**src/rtl/memory_tester.sv**
```systemverilog
// memory_tester
//   Write-then-read pattern tester for a simple valid/ready memory port.
//   Every word 0..DEPTH-1 is written with (addr XOR seed), then read back
//   and compared. Mismatches are counted and the first failing address is
//   kept. A request left unanswered for TIMEOUT cycles aborts the test.
//
// Ports
//   clk            : single clock, all state changes on the rising edge
//   res            : synchronous active-high reset
//   start          : begin a test (accepted only in IDLE or DONE)
//   seed           : pattern seed, latched when start is accepted
//   valid          : transfer request towards the memory
//   wr_rd          : 1 = write, 0 = read
//   addr           : transfer address
//   wdata          : write data (0 during reads)
//   rdata          : read data, meaningful only while ready=1
//   ready          : memory completion strobe
//   busy           : test in progress
//   done           : test finished (held until the next start or reset)
//   pass           : finished with no mismatch and no timeout
//   timeout        : test aborted because ready never arrived
//   err_count      : saturating read mismatch count
//   first_err_addr : address of the first read mismatch
module memory_tester #(
  parameter int WIDTH      = 8,
  parameter int DEPTH      = 32,
  parameter int ADDR_WIDTH = $clog2(DEPTH),
  parameter int TIMEOUT    = 16
) (
  input  logic                  clk,
  input  logic                  res,
  input  logic                  start,
  input  logic [WIDTH-1:0]      seed,
  output logic                  valid,
  output logic                  wr_rd,
  output logic [ADDR_WIDTH-1:0] addr,
  output logic [WIDTH-1:0]      wdata,
  input  logic [WIDTH-1:0]      rdata,
  input  logic                  ready,
  output logic                  busy,
  output logic                  done,
  output logic                  pass,
  output logic                  timeout,
  output logic [ADDR_WIDTH:0]   err_count,
  output logic [ADDR_WIDTH-1:0] first_err_addr
);

  localparam int WAIT_W = $clog2(TIMEOUT + 1);
  localparam int CMN_W  = (WIDTH < ADDR_WIDTH) ? WIDTH : ADDR_WIDTH;
  localparam logic [WAIT_W-1:0]     WAIT_LAST = WAIT_W'(TIMEOUT - 1);
  localparam logic [ADDR_WIDTH-1:0] LAST_ADDR = ADDR_WIDTH'(DEPTH - 1);
  localparam logic [ADDR_WIDTH:0]   ERR_MAX   = '1;

  typedef enum logic [2:0] {
    IDLE,
    WR_REQ,
    WR_GAP,
    RD_REQ,
    RD_GAP,
    DONE
  } state_t;

  state_t                state_q, state_d;
  logic [WIDTH-1:0]      seed_q, seed_d;
  logic [ADDR_WIDTH-1:0] addr_q, addr_d;
  logic [WIDTH-1:0]      wdata_q, wdata_d;
  logic                  valid_q, valid_d;
  logic                  wr_rd_q, wr_rd_d;
  logic                  busy_q, busy_d;
  logic                  done_q, done_d;
  logic                  pass_q, pass_d;
  logic                  timeout_q, timeout_d;
  logic [ADDR_WIDTH:0]   err_count_q, err_count_d;
  logic [ADDR_WIDTH-1:0] first_err_addr_q, first_err_addr_d;
  logic [WAIT_W-1:0]     wait_q, wait_d;
  logic                  mismatch;

  // Expected word for an address: the address zero-extended (or truncated)
  // to the data width, XORed with the seed.
  function automatic logic [WIDTH-1:0] pattern(input logic [ADDR_WIDTH-1:0] a,
                                               input logic [WIDTH-1:0]      s);
    logic [WIDTH-1:0] p;
    p = s;
    p[CMN_W-1:0] = s[CMN_W-1:0] ^ a[CMN_W-1:0];
    return p;
  endfunction

  // Next-state logic. Every output is a flop, so each transition computes
  // the values the outputs must show during the following cycle. A request
  // state only reacts to ready; ready in the gap/idle states is ignored
  // because those states never look at it.
  always_comb begin
    state_d          = state_q;
    seed_d           = seed_q;
    addr_d           = addr_q;
    wdata_d          = wdata_q;
    valid_d          = valid_q;
    wr_rd_d          = wr_rd_q;
    busy_d           = busy_q;
    done_d           = done_q;
    pass_d           = pass_q;
    timeout_d        = timeout_q;
    err_count_d      = err_count_q;
    first_err_addr_d = first_err_addr_q;
    wait_d           = wait_q;
    mismatch         = 1'b0;

    case (state_q)
      IDLE, DONE: begin
        if (start) begin
          state_d          = WR_REQ;
          seed_d           = seed;
          addr_d           = '0;
          wdata_d          = pattern('0, seed);
          valid_d          = 1'b1;
          wr_rd_d          = 1'b1;
          busy_d           = 1'b1;
          done_d           = 1'b0;
          pass_d           = 1'b0;
          timeout_d        = 1'b0;
          err_count_d      = '0;
          first_err_addr_d = '0;
          wait_d           = '0;
        end
      end

      WR_REQ, RD_REQ: begin
        if (ready) begin
          valid_d = 1'b0;
          wait_d  = '0;
          if (state_q == RD_REQ) begin
            mismatch = (rdata != pattern(addr_q, seed_q));
            if (mismatch) begin
              if (err_count_q != ERR_MAX) begin
                err_count_d = err_count_q + 1'b1;
              end
              if (err_count_q == '0) begin
                first_err_addr_d = addr_q;
              end
            end
          end
          if (addr_q == LAST_ADDR) begin
            addr_d = '0;
            if (state_q == WR_REQ) begin
              state_d = WR_GAP;
            end else begin
              // The final compare is folded into pass here.
              state_d = DONE;
              busy_d  = 1'b0;
              done_d  = 1'b1;
              pass_d  = (err_count_q == '0) && !mismatch;
              wr_rd_d = 1'b0;
              wdata_d = '0;
            end
          end else begin
            addr_d  = addr_q + 1'b1;
            state_d = (state_q == WR_REQ) ? WR_GAP : RD_GAP;
          end
        end else if (wait_q == WAIT_LAST) begin
          // Address is left at the stuck location for diagnosis.
          state_d   = DONE;
          valid_d   = 1'b0;
          wr_rd_d   = 1'b0;
          wdata_d   = '0;
          busy_d    = 1'b0;
          done_d    = 1'b1;
          pass_d    = 1'b0;
          timeout_d = 1'b1;
        end else begin
          wait_d = wait_q + 1'b1;
        end
      end

      // Address wrapped to 0 only after the last write, so that is the
      // signal to switch over to the read phase.
      WR_GAP: begin
        valid_d = 1'b1;
        wait_d  = '0;
        if (addr_q == '0) begin
          state_d = RD_REQ;
          wr_rd_d = 1'b0;
          wdata_d = '0;
        end else begin
          state_d = WR_REQ;
          wr_rd_d = 1'b1;
          wdata_d = pattern(addr_q, seed_q);
        end
      end

      RD_GAP: begin
        state_d = RD_REQ;
        valid_d = 1'b1;
        wr_rd_d = 1'b0;
        wdata_d = '0;
        wait_d  = '0;
      end

      default: begin
        state_d = IDLE;
        valid_d = 1'b0;
        busy_d  = 1'b0;
      end
    endcase
  end

  // State and output registers. Reset wins over everything, including a
  // start seen in the same cycle.
  always_ff @(posedge clk) begin
    if (res) begin
      state_q          <= IDLE;
      seed_q           <= '0;
      addr_q           <= '0;
      wdata_q          <= '0;
      valid_q          <= 1'b0;
      wr_rd_q          <= 1'b0;
      busy_q           <= 1'b0;
      done_q           <= 1'b0;
      pass_q           <= 1'b0;
      timeout_q        <= 1'b0;
      err_count_q      <= '0;
      first_err_addr_q <= '0;
      wait_q           <= '0;
    end else begin
      state_q          <= state_d;
      seed_q           <= seed_d;
      addr_q           <= addr_d;
      wdata_q          <= wdata_d;
      valid_q          <= valid_d;
      wr_rd_q          <= wr_rd_d;
      busy_q           <= busy_d;
      done_q           <= done_d;
      pass_q           <= pass_d;
      timeout_q        <= timeout_d;
      err_count_q      <= err_count_d;
      first_err_addr_q <= first_err_addr_d;
      wait_q           <= wait_d;
    end
  end

  assign valid          = valid_q;
  assign wr_rd          = wr_rd_q;
  assign addr           = addr_q;
  assign wdata          = wdata_q;
  assign busy           = busy_q;
  assign done           = done_q;
  assign pass           = pass_q;
  assign timeout        = timeout_q;
  assign err_count      = err_count_q;
  assign first_err_addr = first_err_addr_q;

endmodule

```
**config.mk**
```make
export PLATFORM = sky130hd
export DESIGN_NAME = memory_tester
export DESIGN_NICKNAME = d
export VERILOG_FILES = /design/src/rtl/memory_tester.sv
export SDC_FILE = /design/constraint.sdc
export NUM_CORES = 1
export LEC_CHECK = 0
export ABC_AREA = 1
export CAP_MARGIN = 20
export CORE_ASPECT_RATIO = 1.25
export CORE_MARGIN = 2
export CORE_UTILIZATION = 47
export DETAILED_ROUTE_END_ITERATION = 6
export PLACE_DENSITY = 0.76
export SLEW_MARGIN = 0
export SYNTH_ARGS = -nofsm -noshare
export SYNTH_HDL_FRONTEND = slang
export SYNTH_SLANG_ARGS = --single-unit
```
**constraint.sdc**
```tcl
create_clock -name clk -period 1.6 [get_ports clk]
set_input_delay 0.16 -clock clk [delete_from_list [all_inputs] [get_ports clk]]
set_output_delay 0.16 -clock clk [all_outputs]
set_load 0.01 [all_outputs]
```
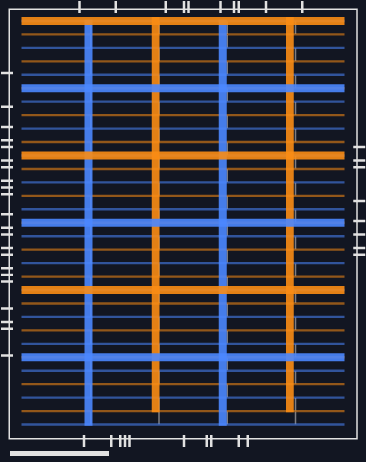
Fig. 1. Supply network (run 1).
Bar = 20 um. Pins as bars on the die edge. Tap cells in grey.
net	colour
VDD	orange
VSS	blue
rows	30
tap cells	64
met4 straps	4
met1 rails	31
met5 straps	6

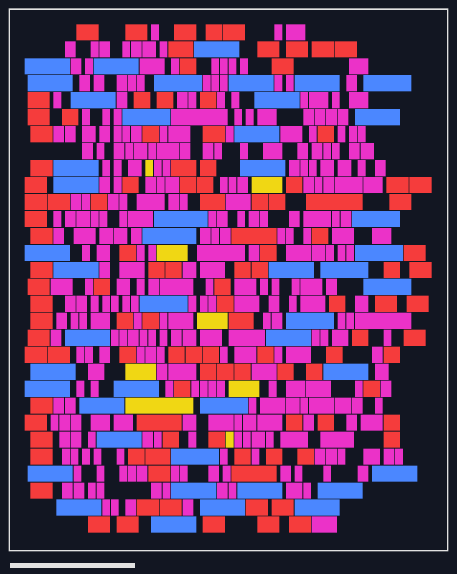
Fig. 2. Cell classes on the final placement (run 1).
Bar = 20 um.
class	colour	cells
remaining logic cells	magenta	320
remaining buffers and delay cells	red	113
clock drivers and dummy loads	yellow	8
registers	blue	46
Seq/total area: 0.239
number of core rows: 30
post-layout util: 0.741
Core Footprint: 5330 um^2
post-route cell area: 3950 um^2

==> flow_results.org, run 1 <==
#+TITLE: Synthesis and PnR summary

** Clock tree
- Clock slew at reported path FFs :: 80 ps
- Per the CTS log, the root buffer master is clkbuf_8.
- TritonCTS built the clock tree.
- The clock net in this run drives a total of 46 sinks.
- Looking at the clock tree report, the maximum root-to-sink buffer count equals 2.
- The report puts the hold buffer count at CTS at 0.
- Total CTS buffers :: 5
- In this run the post-CTS setup repair buffer count came out at 3.
- Count of H-tree levels built during CTS :: 2
- Total of cells resized after clock tree synthesis :: 23

** Synthesis
- Synthesis produced a netlist whose cell count is 376.
- The synthesis stat section lists a flop and latch total of 46.
- The number of nets handed over by synthesis was ~400.
- Chip area estimate from yosys synthesis :: 2560 um^2
- Synthesized area per cell :: 6.81 um^2
- Yosys warning tally :: 0
- Counting instances in the post-synthesis netlist gives the leading cell types as nand2_1, dfxtp_1, inv_1.
- Most instantiated flip-flop cell in the synthesis netlist :: dfxtp_1
- Unique cell types :: 33
- Biggest area consumer among synthesized cells :: dfxtp_1
- Of the synthesized area, sequential elements account for 0.360.
- Share of async-settable or async-resettable flops after synthesis :: 0
- Flip-flops with a built-in enable :: 0
- Dominant cell area share :: 0.360
- Leading cell type by number of instances after synthesis :: nand2_1
- The synth_stat.txt file lists the number of cells as 376.
- Post-Synthesis Cell Area :: 2560 um^2
- Sorting the synthesized cells by area gives the leading types as dfxtp_1, nand2_1, a21oi_1, inv_1, nor2_1.

** Run
- The report counts max-capacitance violations totalling 0.
- Summing over the stages, the warning tally comes to 31.

** Floorplanning
- The floorplan report lists the tap cell count as 64.
- I/O pin count :: 50
- Die area :: between 6000 and 7000 um^2
- Die Height :: 86.5 um
- The share of the core area taken by cells at floorplan is 0.481.
- The die is 70.0 um wide.

** Global routing
- Across every metal layer, demand over resource in global routing totals 0.234.
- Routing resource usage on met1 recorded by global route was 0.262.
- The number of global-route vias before repair was 2690.
- Pin count of the biggest net entering global routing :: 18
- The global routing report lists met2 layer usage as 0.457.
- Global-route wire length before repair :: roughly 12 mm
- M3 GR Usage :: 0.0279
- Total grt overflow :: 0
- Layer carrying the most global-route usage :: met2
- Initial antenna violation count :: 0

** Routing
- The script logs the ratio of routed vias to standard cells as 5.12.
- Post-route DRC :: 0
- Nets still carrying antenna violations after routing amount to 0.
- Post-Route M1 WL :: slightly below 3 mm
- Drt pass-1 iters :: 4
- Total length of routed met3 wires :: 221 um
- Wire length per cell :: 13.1 um
- Detailed-route iteration 0 reported a violation count of 102.
- Wire length reported by the detailed router :: just over 7 mm
- Routed wl met2 :: 3.97 mm
- Per the detail_route log, the uppermost layer with routed signals is met4.
- Overall via count from detail_route :: 2821

** Worst setup path
- For the worst setup path, the data arrival time is 1890 ps.
- Among all stages on the critical path, the maximum delay recorded is between 300 and 400 ps.
- The required time at the worst endpoint is listed as 1800 ps.
- Count of buffering cells on the critical path with inverters included :: 3
- Grouping stages by cell kind, the critical path spends the most delay in simple AND/OR/NAND/NOR gates.
- For reference, the critical path is launched at addr[1].
- Library cell contributing the largest single delay on the critical path :: dfxtp_4
- The worst setup path is captured at a flip-flop.
- For the worst reg-to-reg path, the startpoint reported by OpenROAD is addr[1].
- The critical path goes through ha_4, inv_2, nor3_2, ha_2, nor2_1, nor2_4, nand2_2, nor2_4, buf_4, buf_6, o21ai_1, nor2_1.
- Max Fanout on Critical Path :: 2
- Setup slack, reg-to-reg :: -100 ps
- Setup crit start kind :: flip-flop
- Type of the worst setup path :: reg2reg

** Cells and area
- For this run, combinational gates with multiple inputs come to ~270.
- Final net count :: 513
- Signal buffers share of area :: 0.265
- Fraction of area in multi-input gates :: 0.401
- The area taken by multi-input combinational cells is reported as 1590 um^2.
- After layout, the buffer instance count without clock buffers stands at 113.
- Sequential cell area in the final layout :: 942 um^2
- 0 antenna diodes ended up in the layout.
- Number of sequential cells in the layout :: 46
- Per the final layout report, the fraction of cells sized above drive strength 1 comes to 0.314.
- In the final design, more cell area goes to logic gates than to any other class.
- After layout, the inverter instance count without clock inverters stands at 50.
- Clock distribution area overhead in the final layout :: 0.0269
- The clock buffers instantiated in the layout total 7.
- Area growth from synthesis to final layout :: 54.2%
- In the final layout, the fill cell count is around 410.

** STA
- Looking at the max-slew report, the worst-margin pin has a slew of roughly 380 ps.
- Sum of negative setup slack :: -933 ps
- Per the slew report, the remaining headroom to the max-slew limit stands at 0.744.
- Setup repair after global routing could not meet its margin everywhere.
- Endpoints with negative setup slack in the final report add up to 17.
- Derived from the worst setup path, the maximum achievable clock frequency is between 0.5 and 0.6 GHz.
- Across all setup checks in the final design, the least slack found is -97.7 ps.
- Per the final timing report, the hold violations number 0.
- The routed design could run at a clock period as short as 1700 ps.
- Final Max Tran Viols :: 0
- Final critical-path share of the clock period :: 1.06

** Hold path
- Worst hold path class :: in2reg
- STA lists the startpoint of the worst hold path as seed[2].

** Place
- Number of buffers inserted by port buffering :: 49
- Last weighted congestion value of the routability-driven placer :: 0.791
- Total half-perimeter wirelength after legalization and detailed placement :: 5.08 mm

** Power and ir drop
- Leakage power of the design :: ~1.8 nW
- Per the summary, power density relative to cell area is 1820 nW/um^2.
- VDD sags by at most 0.00118 V.
- Overall power of the completed layout :: 7.17 mW

** Run status
- The run finished, with violations left.
- The checks that failed: setup timing.
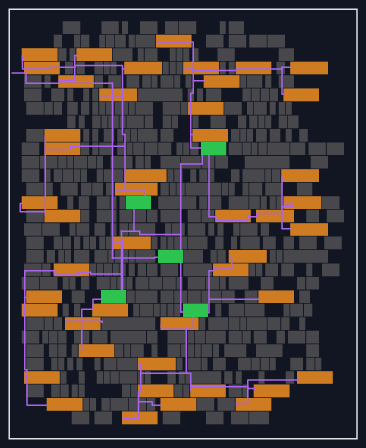
Fig. 3. Routed clock nets over the placement (run 1).
[clock-net drivers] green | count: 5
[clock wires] purple | length: 578 um
[flip-flops] orange | count: 46
flops lie	all over the die
routed clock nets	6
clock tree skew after final layout: 7.44 ps
power in the clock group: 864 uW
clock latency reported for the late side of the worst-skew pair: 300 ps

run 1: metrics by stage:
| step | hold WS [ps] | instances | setup slack [ps] | instance area (um^2) | util |
|---|---|---|---|---|---|
| after floorplan | 295 | 376 | -32.4 | 2610 | - |
| after global placement | 452 | 535 | -223 | 3570 | 0.669 |
| after detailed placement | 464 | 535 | -277 | 3570 | 0.669 |
| after CTS | 418 | 547 | -102 | 3790 | 0.711 |
| after global routing | 437 | 551 | -201 | 3950 | 0.741 |
| final | 417 | 551 | -97.7 | 3950 | 0.741 |
run 1: cell usage in the layout (no fill, tap or decap), drive strengths merged:
| cell | count |
|---|---|
| a21boi | 1 |
| a21oi | 36 |
| a221oi | 1 |
| a22oi | 2 |
| a31oi | 3 |
| buf | 63 |
| bufinv | 1 |
| clkbuf | 8 |
| clkdlybuf4s50 | 49 |
| dfxtp | 46 |
| ha | 7 |
| inv | 50 |
| nand2 | 87 |
| nand3 | 28 |
| nand4 | 4 |
| nor2 | 53 |
| nor3 | 12 |
| nor3b | 2 |
| nor4 | 1 |
| o211a | 1 |
| o21ai | 29 |
| o22ai | 1 |
| or2 | 1 |
| xnor2 | 1 |
run 1: logic make-up after synthesis:
kind of cell             count (synthesis)  share of synthesized area
AND/OR/NAND/NOR                        188                      0.347
AND-OR/OR-AND                           74                      0.156
flip-flops                              46                      0.360
adder cells (fa/ha/maj)                  7                     0.0342
buffers and inverters                   60                      0.100
XOR/XNOR                                 1                    0.00342
run 1: power by group:
group          internal (mW)  total, mW  switching (mW)  leakage [nW]
clock network          0.468      0.864           0.396        0.0524
registers               1.51       1.80           0.289         0.384
logic                   2.17       4.51            2.34          1.32
run 1: worst paths after layout:
path / to / depth (start not counted)
hold / removal: seed_q[2] / 3
setup / recovery: wdata[6] / 12
setup reg to reg: wdata[6] / 12
hold reg to reg: done / 2
==> inputs of run 2 (changes only) <==
CORE_UTILIZATION = 56   (was 47)
PLACE_DENSITY = 0.85   (was 0.76)
clock period = 2.1 ns   (was 1.6 ns; I/O delays follow)
==> run 2 against run 1 <==
The run now ends clean. First-iteration DRC count grew 72%. Combinational power shrank 45%. Sequential share of layout area grew 4.3 points. Synthesized cell count is the same. Cell area shrank 17%.
==> flow_results.org, run 2 <==
#+TITLE: Synthesis and PnR summary

** Power and ir drop
- Summed over all cells, the static leakage comes to 1.45 nW.
- The script computed a power per unit cell area of approximately 1400 nW/um^2.
- The highest supply drop recorded on VDD is between 0.0008 and 0.0009 V.

** Synthesis
- Per the synthesis report, the simple-gate share of the synthesized area is 0.347.
- Biggest area consumer among synthesized cells :: dfxtp_1
- For reference, the mux area share after synthesis is 0.
- Per the Yosys statistics, synthesis produced between 300 and 400 cells.
- In this run, the synthesized area fraction spent on adder and majority cells is recorded as 0.0342.
- Flip-flops with a built-in enable :: 0
- Most instantiated flip-flop cell in the synthesis netlist :: dfxtp_1
- Of the total synthesized cell area, the portion taken by XOR and XNOR cells is 0.00342.
- Combinational family with the most area after synthesis :: simple AND/OR/NAND/NOR gates
- When the netlist entered floorplanning its net count stood at 403.
- Post-Synth AOI/OAI Area :: 0.156
- Chip area estimate from yosys synthesis :: 2560 um^2
- Unique cell types :: 33
- Yosys warning tally :: 0
- Averaged over all synthesized cells, the footprint is 6.81 um^2.
- Yosys instantiated no cell more often than nand2_1.
- Yosys attributes the largest share of cell area to dfxtp_1, nand2_1, a21oi_1, inv_1, nor2_1.
- Of the post-synthesis cell area, the dominant cell type holds 0.360.
- Share of async-settable or async-resettable flops after synthesis :: 0
- Sequential fraction of the synthesis area :: 0.360
- The cell area that synthesis handed to floorplanning was 2560 um^2.
- Most instantiated cells after synthesis :: nand2_1, dfxtp_1, inv_1
- Flops & latches, synth :: 46
- Gate count after technology mapping :: approximately 380

** Cells and area
- The final report gives the core utilization as 0.744.
- Share of cells above drive strength 1 :: 0.110
- In the final design database the tool counted around 460 nets.
- Total inserted antenna cells :: 0
- After the flow finishes, the layout carries non-filler instances totaling about 490.
- The top cell type in the final layout, fill and taps aside, is nand2_1.
- Final-layout fill cell count :: around 370
- Post-route cell area :: 3270 um^2
- Top Layout Cells :: nand2_1, clkdlybuf4s50_1, dfxtp_1, inv_1, nor2_1
- Compared with the post-synthesis result, the final layout area differs by 27.6%.

** Routing
- Drt pass-1 iters :: 4
- In the routed design, unresolved DRC markers number 0.
- Dividing the detail-routed via count by the number of cells gives 5.25.
- Initial drt markers :: 175
- Dividing the detail-routed wire length by the instance count gives 12.6 um.
- Overall via count from detail_route :: 2588
- Antenna violation net count after detailed routing :: 0
- After detailed routing, the total wire length is 6.20 mm.

** Clock tree
- After clock tree synthesis, the clock-pin slew on the worst setup and hold paths is approximately 80 ps.
- Buffer type at the clock tree root :: clkbuf_8
- The tree built by TritonCTS fans out to 46 sinks.
- Looking at the clock tree report, the maximum root-to-sink buffer count equals 2.
- TritonCTS built the clock tree.
- The clock tree synthesis step divided the H-tree into 2 levels.
- Total CTS buffers :: 5
- Clock latency reported for the late side of the worst-skew pair :: 300 ps
- After clock tree synthesis, the repair step resized 0 gates.
- The number of hold buffers added after CTS was 0.
- The number of setup buffers added after CTS is 0.

** STA
- For reference, the final report shows the max-slew violation count at 0.
- Final critical-path share of the clock period :: 0.902
- Shortest clock period the worst path allows after layout :: between 1500 and 2000 ps
- Sum of negative setup slack :: 0 ps
- Headroom to the max-slew limit came out at 0.620.
- Clock tree skew after final layout :: 3.90 ps
- Max Fclk :: 0.528 GHz
- Slew @ Worst Pin :: 570 ps
- Setup repair after global routing left no endpoint under its margin.
- Per the final timing report, the hold violations number 0.
- Final setup vio count :: 0

** Floorplanning
- The region available for standard cell placement spans ~4400 um^2.
- Measured along the y axis, the die boundary spans 79.6 um.
- Die area :: roughly 5000 um^2
- Row generation in the floorplan step produced 27 rows.
- Floorplan core density :: 0.583
- Horiz. Die Dim :: 64.5 um
- In this run the count of I/O pins placed on the die edge is 50.

** Worst setup path
- Broken down by cell family, the worst path's largest delay share belongs to simple AND/OR/NAND/NOR gates.
- Per STA, the library cell used most along the worst path is nor2_2.
- Traced cell by cell, the critical path runs through ha_1, inv_1, nor3_1, ha_1, nor2_2, nor2_2, nand2_2, nor2_2, buf_12, o21ai_0, a21oi_1.
- The largest single stage delay on the critical path is 390 ps.
- Type of the worst setup path :: reg2reg
- Count of buffering cells on the critical path with inverters included :: 2
- Setup slack, reg-to-reg :: 210 ps
- WP data required :: ~2300 ps
- STA classifies the critical path endpoint as a flip-flop.
- Max Fanout on Critical Path :: 15
- The worst setup path is launched from a flip-flop.
- Library cell contributing the largest single delay on the critical path :: dfxtp_1
- WP data arrival :: 2130 ps

** Global routing
- GR Util All Layers :: 0.261
- The first global-routing pass estimated ~11 mm of wire.
- Initial antenna violation count :: 0
- met3 track demand over resource after global routing is 0.0451.
- For this run, global-route usage on met1 was measured as 0.300.
- Global route summary, busiest routing layer listed as met2.
- The number of global-route vias before repair was approximately 2500.
- Entering global routing, the biggest net connects 18 pins.
- Total grt overflow :: 0
- For met2 alone, demand over resource in global routing was 0.475.

** Run
- Number of warning messages in the logs :: 28
- Max cap viols :: 0

** Place
- The wire-length estimate of the detail-placed layout is about 4.7 mm.
- Number of buffers inserted by port buffering :: 49
- Area after detailed placement :: 3160 um^2
- Last weighted congestion value of the routability-driven placer :: 0.850
- In this run, placement finished with an instance count of 485.

** Run status
- Run status :: completed

** Hold path
- In this run the worst hold path is classified as in2reg.
-- run 2: netlist changes by cell type in the layout (fill, tap and decap cells not counted), sizes merged --
cell,delta
buf,-51
bufinv,-1
-- run 2: final timing paths --
check | to | cells past startpoint | start
setup / recovery | wdata[7] | 11 | wait_q[0]
hold / removal | seed_q[0] | 3 | seed[0]
setup reg to reg | wdata[7] | 11 | wait_q[0]
hold reg to reg | busy | 2 | busy
-- run 2: layout make-up --
| class | count | area [um^2] | area share |
|---|---|---|---|
| Clock buffer | 8 | 110 | 0.0337 |
| Tap cell | 58 | 72.6 | 0.0222 |
| Timing Repair Buffer | 61 | 593 | 0.181 |
| Sequential cell | 46 | 921 | 0.282 |
| Inverter | 50 | 188 | 0.0574 |
| Multi-Input combinational cell | 270 | 1380 | 0.423 |
-- run 2: power by group --
group / switching, mW / total [mW] / internal (mW)
Combinational: 1.44 / 2.46 / 1.02
Sequential: 0.210 / 1.34 / 1.13
Clock: 0.303 / 0.635 / 0.333
Total: 1.95 / 4.44 / 2.49
-- run 2: logic make-up after synthesis --
logic type                 after synthesis
AOI/OAI and AO/OA                       74
and+or+nand+nor                        188
buffers and inverters                   60
xor gates and xnor gates                 1
adders and majority gates                7
DFF                                     46
-- run 2: per-stage QoR --
step | hold WS [ps] | setup slack (ps) | power (mW)
2_1_floorplan | 345 | 257 | 3.04
3_3_place_gp | 452 | 254 | 3.73
3_5_place_dp | 469 | 208 | 3.80
4_1_cts | 462 | 200 | 4.45
5_1_grt | 491 | 21.9 | 4.82
6_report | 469 | 207 | 4.44
-- run 2: routing by layer --
| metal | part of all wire | up-vias |
|---|---|---|
| met3 | 0.041 | 13 |
| met1 | 0.42 | 1175 |
| met4 | 0.021 | 0 |
| met5 | 0 | - |
| met2 | 0.52 | 66 |
| li1 | - | 1334 |
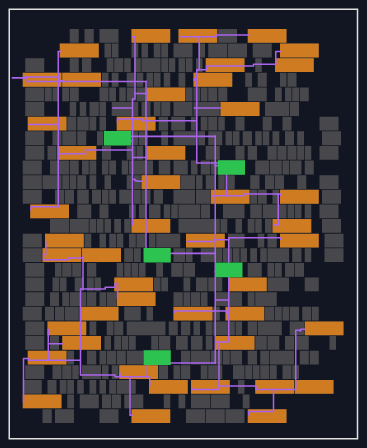
Fig. 4. Routed clock nets over the placement (run 2).
[clock-net drivers] green | count: 5
[flip-flops] orange | count: 46
[clock wires] purple | length: 580 um
routed clock nets	6
flops lie	all over the die

Power is estimated from default activity; no workload was simulated.
